<file path="config.mk">
export PLATFORM = sky130hd
export DESIGN_NAME = id_ex_pipe_reg
export DESIGN_NICKNAME = d
export VERILOG_FILES = /design/src/rtl/id_ex_pipe_reg_pkg.sv /design/src/rtl/id_ex_pipe_reg_sat_counter.sv /design/src/rtl/id_ex_pipe_reg.sv
export SDC_FILE = /design/constraint.sdc
export NUM_CORES = 1
export LEC_CHECK = 0
export ABC_AREA = 1
export CAP_MARGIN = 30
export CORE_MARGIN = 5
export CORE_UTILIZATION = 46
export DETAILED_ROUTE_END_ITERATION = 8
export GPL_TIMING_DRIVEN = 0
export HOLD_SLACK_MARGIN = 0.06
export PLACE_DENSITY = 0.85
export SETUP_SLACK_MARGIN = 0.5
export SYNTH_ARGS = -nofsm -noshare
export SYNTH_HDL_FRONTEND = slang
export SYNTH_HIERARCHICAL = 1
export SYNTH_SLANG_ARGS = --single-unit
</file>
<file path="constraint.sdc">
create_clock -name clk -period 4.88 [get_ports clk]
set_input_delay 1.464 -clock clk [delete_from_list [all_inputs] [get_ports clk]]
set_output_delay 1.464 -clock clk [all_outputs]
set_load 0.03 [all_outputs]
</file>
<file path="src/rtl/id_ex_pipe_reg_pkg.sv">
// Shared definitions for the 16-bit five-stage core: widths, ALU opcodes and
// the control bundle carried from ID into EX.
package id_ex_pipe_reg_pkg;

  localparam int DATA_W  = 16;
  localparam int RID_W   = 3;
  localparam int ALUOP_W = 4;

  localparam logic [ALUOP_W-1:0] ALU_ADD  = 4'h0;
  localparam logic [ALUOP_W-1:0] ALU_SUB  = 4'h1;
  localparam logic [ALUOP_W-1:0] ALU_AND  = 4'h2;
  localparam logic [ALUOP_W-1:0] ALU_OR   = 4'h3;
  localparam logic [ALUOP_W-1:0] ALU_XOR  = 4'h4;
  localparam logic [ALUOP_W-1:0] ALU_NOT  = 4'h5;
  localparam logic [ALUOP_W-1:0] ALU_SLL  = 4'h6;
  localparam logic [ALUOP_W-1:0] ALU_SRL  = 4'h7;
  localparam logic [ALUOP_W-1:0] ALU_SRA  = 4'h8;
  localparam logic [ALUOP_W-1:0] ALU_SLT  = 4'h9;
  localparam logic [ALUOP_W-1:0] ALU_CMP  = 4'hA;
  localparam logic [ALUOP_W-1:0] ALU_PASS = 4'hB;

  // Any bundle with valid=0 and all side-effect bits clear is a harmless NOP.
  typedef struct packed {
    logic valid;
    logic reg_write;
    logic write_spec_reg;
    logic read_spec_reg;
    logic mem_read;
    logic mem_write;
  } ctrl_t;

  localparam ctrl_t CTRL_NOP = '{valid: 1'b0, reg_write: 1'b0, write_spec_reg: 1'b0,
                                 read_spec_reg: 1'b0, mem_read: 1'b0, mem_write: 1'b0};

endpackage

</file>
<file path="src/rtl/id_ex_pipe_reg_sat_counter.sv">
// Saturating up-counter used for the pipeline debug statistics.
module sat_counter #(
  parameter int CNT_W = 16
) (
  input  logic             clk,
  input  logic             rst,
  input  logic             inc,
  output logic [CNT_W-1:0] count
);

  // Stops at all-ones so a long run never wraps back to a misleading small value.
  always_ff @(posedge clk) begin
    if (rst) begin
      count <= '0;
    end else if (inc && (count != {CNT_W{1'b1}})) begin
      count <= count + CNT_W'(1);
    end
  end

endmodule

</file>
<file path="src/rtl/id_ex_pipe_reg.sv">
// ID/EX pipeline register with load-use bubble insertion, branch flush and
// MEM structural stall, plus saturating bubble/flush debug counters.
module id_ex_pipe_reg #(
  parameter int DATA_W  = id_ex_pipe_reg_pkg::DATA_W,
  parameter int RID_W   = id_ex_pipe_reg_pkg::RID_W,
  parameter int ALUOP_W = id_ex_pipe_reg_pkg::ALUOP_W,
  parameter int CNT_W   = 16
) (
  input  logic               clk,
  input  logic               rst,
  input  logic               id_valid,
  input  logic [RID_W-1:0]   id_rx,
  input  logic [RID_W-1:0]   id_ry,
  input  logic [RID_W-1:0]   id_rz,
  input  logic               id_uses_rx,
  input  logic               id_uses_ry,
  input  logic               id_reg_write,
  input  logic [RID_W-1:0]   id_wr_id,
  input  logic               id_write_spec_reg,
  input  logic               id_read_spec_reg,
  input  logic               id_mem_read,
  input  logic               id_mem_write,
  input  logic [ALUOP_W-1:0] id_alu_op,
  input  logic [DATA_W-1:0]  id_op1,
  input  logic [DATA_W-1:0]  id_op2,
  input  logic [DATA_W-1:0]  id_imm,
  input  logic [DATA_W-1:0]  id_pc,
  input  logic               flush,
  input  logic               mem_stall,
  output logic               ex_valid,
  output logic [RID_W-1:0]   ex_rx,
  output logic [RID_W-1:0]   ex_ry,
  output logic [RID_W-1:0]   ex_rz,
  output logic               ex_reg_write,
  output logic [RID_W-1:0]   ex_wr_id,
  output logic               ex_write_spec_reg,
  output logic               ex_read_spec_reg,
  output logic               ex_mem_read,
  output logic               ex_mem_write,
  output logic [ALUOP_W-1:0] ex_alu_op,
  output logic [DATA_W-1:0]  ex_op1,
  output logic [DATA_W-1:0]  ex_op2,
  output logic [DATA_W-1:0]  ex_imm,
  output logic [DATA_W-1:0]  ex_pc,
  output logic               hold_front,
  output logic [CNT_W-1:0]   bubble_cnt,
  output logic [CNT_W-1:0]   flush_cnt
);

  import id_ex_pipe_reg_pkg::*;

  ctrl_t id_ctrl;
  ctrl_t ex_ctrl;
  logic  rx_hit;
  logic  ry_hit;
  logic  sp_hit;
  logic  lu;
  logic  load_nop;

  assign id_ctrl = '{valid: id_valid, reg_write: id_reg_write,
                     write_spec_reg: id_write_spec_reg, read_spec_reg: id_read_spec_reg,
                     mem_read: id_mem_read, mem_write: id_mem_write};

  assign ex_valid          = ex_ctrl.valid;
  assign ex_reg_write      = ex_ctrl.reg_write;
  assign ex_write_spec_reg = ex_ctrl.write_spec_reg;
  assign ex_read_spec_reg  = ex_ctrl.read_spec_reg;
  assign ex_mem_read       = ex_ctrl.mem_read;
  assign ex_mem_write      = ex_ctrl.mem_write;

  // A load in EX whose result the ID instruction needs cannot be forwarded in time.
  assign rx_hit = ex_ctrl.reg_write & id_uses_rx & (ex_wr_id == id_rx);
  assign ry_hit = ex_ctrl.reg_write & id_uses_ry & (ex_wr_id == id_ry);
  assign sp_hit = ex_ctrl.write_spec_reg & id_read_spec_reg;
  assign lu     = ex_ctrl.valid & ex_ctrl.mem_read & id_valid & (rx_hit | ry_hit | sp_hit);

  assign hold_front = ~flush & (mem_stall | lu);

  // Flush outranks the stall because the ID instruction is dead anyway.
  assign load_nop = flush | (~mem_stall & lu);

  always_ff @(posedge clk) begin
    if (rst || load_nop) begin
      ex_ctrl   <= CTRL_NOP;
      ex_rx     <= '0;
      ex_ry     <= '0;
      ex_rz     <= '0;
      ex_wr_id  <= '0;
      ex_alu_op <= '0;
      ex_op1    <= '0;
      ex_op2    <= '0;
      ex_imm    <= '0;
      ex_pc     <= '0;
    end else if (!mem_stall) begin
      ex_ctrl   <= id_valid ? id_ctrl : CTRL_NOP;
      ex_rx     <= id_rx;
      ex_ry     <= id_ry;
      ex_rz     <= id_rz;
      ex_wr_id  <= id_wr_id;
      ex_alu_op <= id_alu_op;
      ex_op1    <= id_op1;
      ex_op2    <= id_op2;
      ex_imm    <= id_imm;
      ex_pc     <= id_pc;
    end
  end

  sat_counter #(.CNT_W(CNT_W)) u_bubble_cnt (
    .clk   (clk),
    .rst   (rst),
    .inc   (lu & ~flush & ~mem_stall),
    .count (bubble_cnt)
  );

  sat_counter #(.CNT_W(CNT_W)) u_flush_cnt (
    .clk   (clk),
    .rst   (rst),
    .inc   (flush),
    .count (flush_cnt)
  );

endmodule

</file>
==> CHANGELOG.md <==
## Implementation

* Status: finished, final reports clean
* Dominant flop cell: dfxtp_1
* Setup Skew at 0.00965 ns
* NumNets Final at 954
* Register clock-pin slew on the reported worst setup and hold paths at 0.05 ns
* Yosys chip area at between 0.005 and 0.006 mm2
* Dominant cell type by area after synthesis: dfxtp_1
* Initial Util at 46.9%
* Sw Share at 22.1%
* Flops after synth at roughly 120
* LEAKAGE at 3.32 nW
* XORs/XNORs by Area at 0%
* Vias/cell at 4.83
* FF-to-FF Start: ex_wr_id[2]
* Total gr overflow at 0
* Post-CTS setup buffers at 0
* Synth Warn # at 6
* Synthesized net count at 726
* P_int at about 2.0 mW
* DR pass1 iterations at 4
* CTS buffer count at 17
* Worst setup SP type: input pin
* CP startpoint: id_rx[0]
* DRC at 0
* Final max-slew violation count at 0
* Net switching power at 0.561 mW
* Layout cells sized above 1 at 9.76%
* Synthesized area at 0.00506 mm2
* Top-area cell share at 46.7%
* Latency at later pin at 0.49 ns
* Tool Warnings at 26
* Area grow syn2layout at 57.0%
* H-tree depth reported by CTS at 4
* Fmax at 234 MHz
* CP Capture Type: output pin
* Top cells by area: dfxtp_1 47%, mux2i_1 15%, nor2_1 13%
* Pin count of the biggest net entering global routing at 17
* Post-synthesis cell count at 632
* Final hold violations at 0
* CTS Hold Bufs at 0
* Mean area per synthesized cell at 8.01 um2
* Die Area at ~0.013 mm2
* DRT antenna net count at 0
-- per-layer routing --
metal | global-route usage [%] | up-vias | routed length, um
met2 | 40.7 | 167 | 7510
met4 | 9.23 | 0 | 328
met1 | 24.8 | 2217 | 5890
met3 | 5.58 | 24 | 939
met5 | 0 | - | 0
li1 | - | 2471 | -
-- per-stage QoR --
stage,power (mW),hold slack [ns],cell area (um2),instances,setup slack [ns]
6_report,2.54,0.497,7950,1011,0.606
3_3_place_gp,1.31,0.485,7330,981,0.0756
5_1_grt,2.64,0.531,7950,1011,0.496
4_1_cts,2.56,0.504,7930,1011,0.526
3_5_place_dp,1.32,0.491,7330,981,0.000439
2_1_floorplan,1.17,0.630,5060,632,1.07
-- power by group through the flow --
stage	registers, mW	logic, mW	clock network [mW]
2_1_floorplan	1.07	0.0988	0
3_3_place_gp	1.02	0.286	0
3_5_place_dp	1.02	0.293	0
4_1_cts	1.00	0.294	1.27
5_1_grt	1.01	0.313	1.32
6_report	1.00	0.292	1.24
-- layout make-up --
| type | count | area share (%) |
|---|---|---|
| plain buffers | 24 | 1.92 |
| clock buffers | 22 | 6.08 |
| clock inverters | 8 | 1.53 |
| inverters | 33 | 1.56 |
| multi-input cells | 457 | 30.6 |
| flip-flops and latches | 118 | 29.7 |
| well taps | 140 | 2.20 |
| repair buffers | 209 | 26.4 |
-- worst max-delay path, stage by stage --
cell	delay, ns
clkdlybuf4s50_1	0.49
inv_1	0.06
nand2_1	0.07
nand2_1	0.08
nor2_1	0.09
nand2_1	0.07
nand3_2	0.06
nand2_1	0.07
a21oi_2	0.18
buf_6	0.16
-- what timing repair did --
item	in CTS	in global routing
gates resized	6	4
pin swaps	0	3
setup endpoints to repair	1	1
hold endpoints to repair	0	0
### Metal 1

Scale bar: 20 um. Supply wires on this layer in grey.
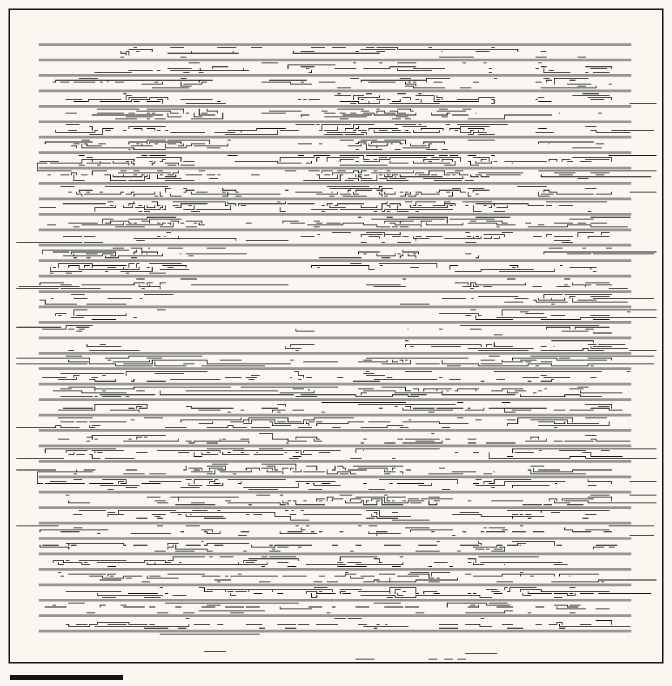
nets with wire on the layer: 874
share of all routed wire: 40%

### Signal wires on met2

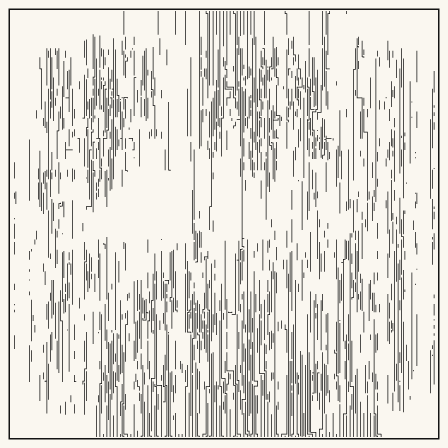
share of all routed wire: 51%
main direction: vertical
nets with wire on the layer: 814
wire length on this layer: 7,510 um
longest straight run: 51.3 um

### Signal wires on met3

Scale bar: 20 um.
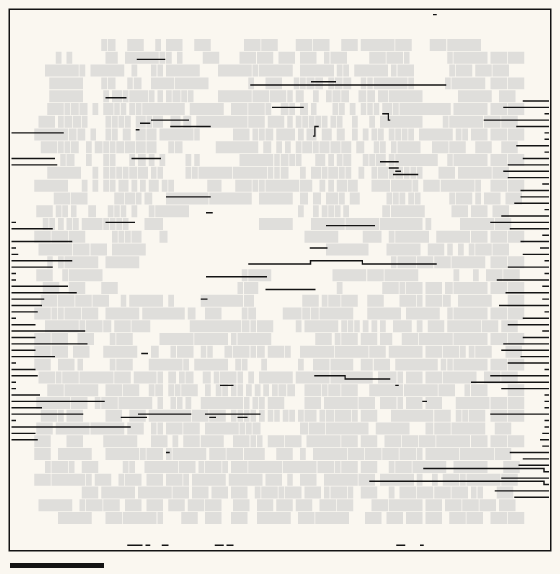
longest straight run: 41.4 um
nets with wire on the layer: 126
wire length on this layer: 940 um

### Signal wires on met4

Supply wires on this layer in grey.
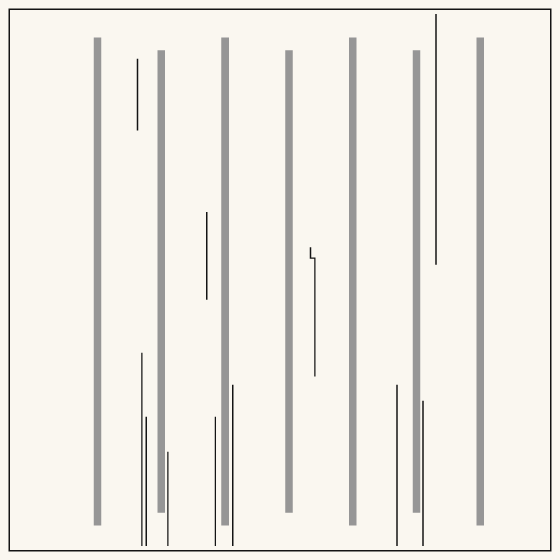
wire length on this layer: 328 um
longest straight run: 53.0 um
nets with wire on the layer: 10
main direction: vertical
share of all routed wire: 2.2%

No activity file was given, so power comes from the tool's default toggle rates.
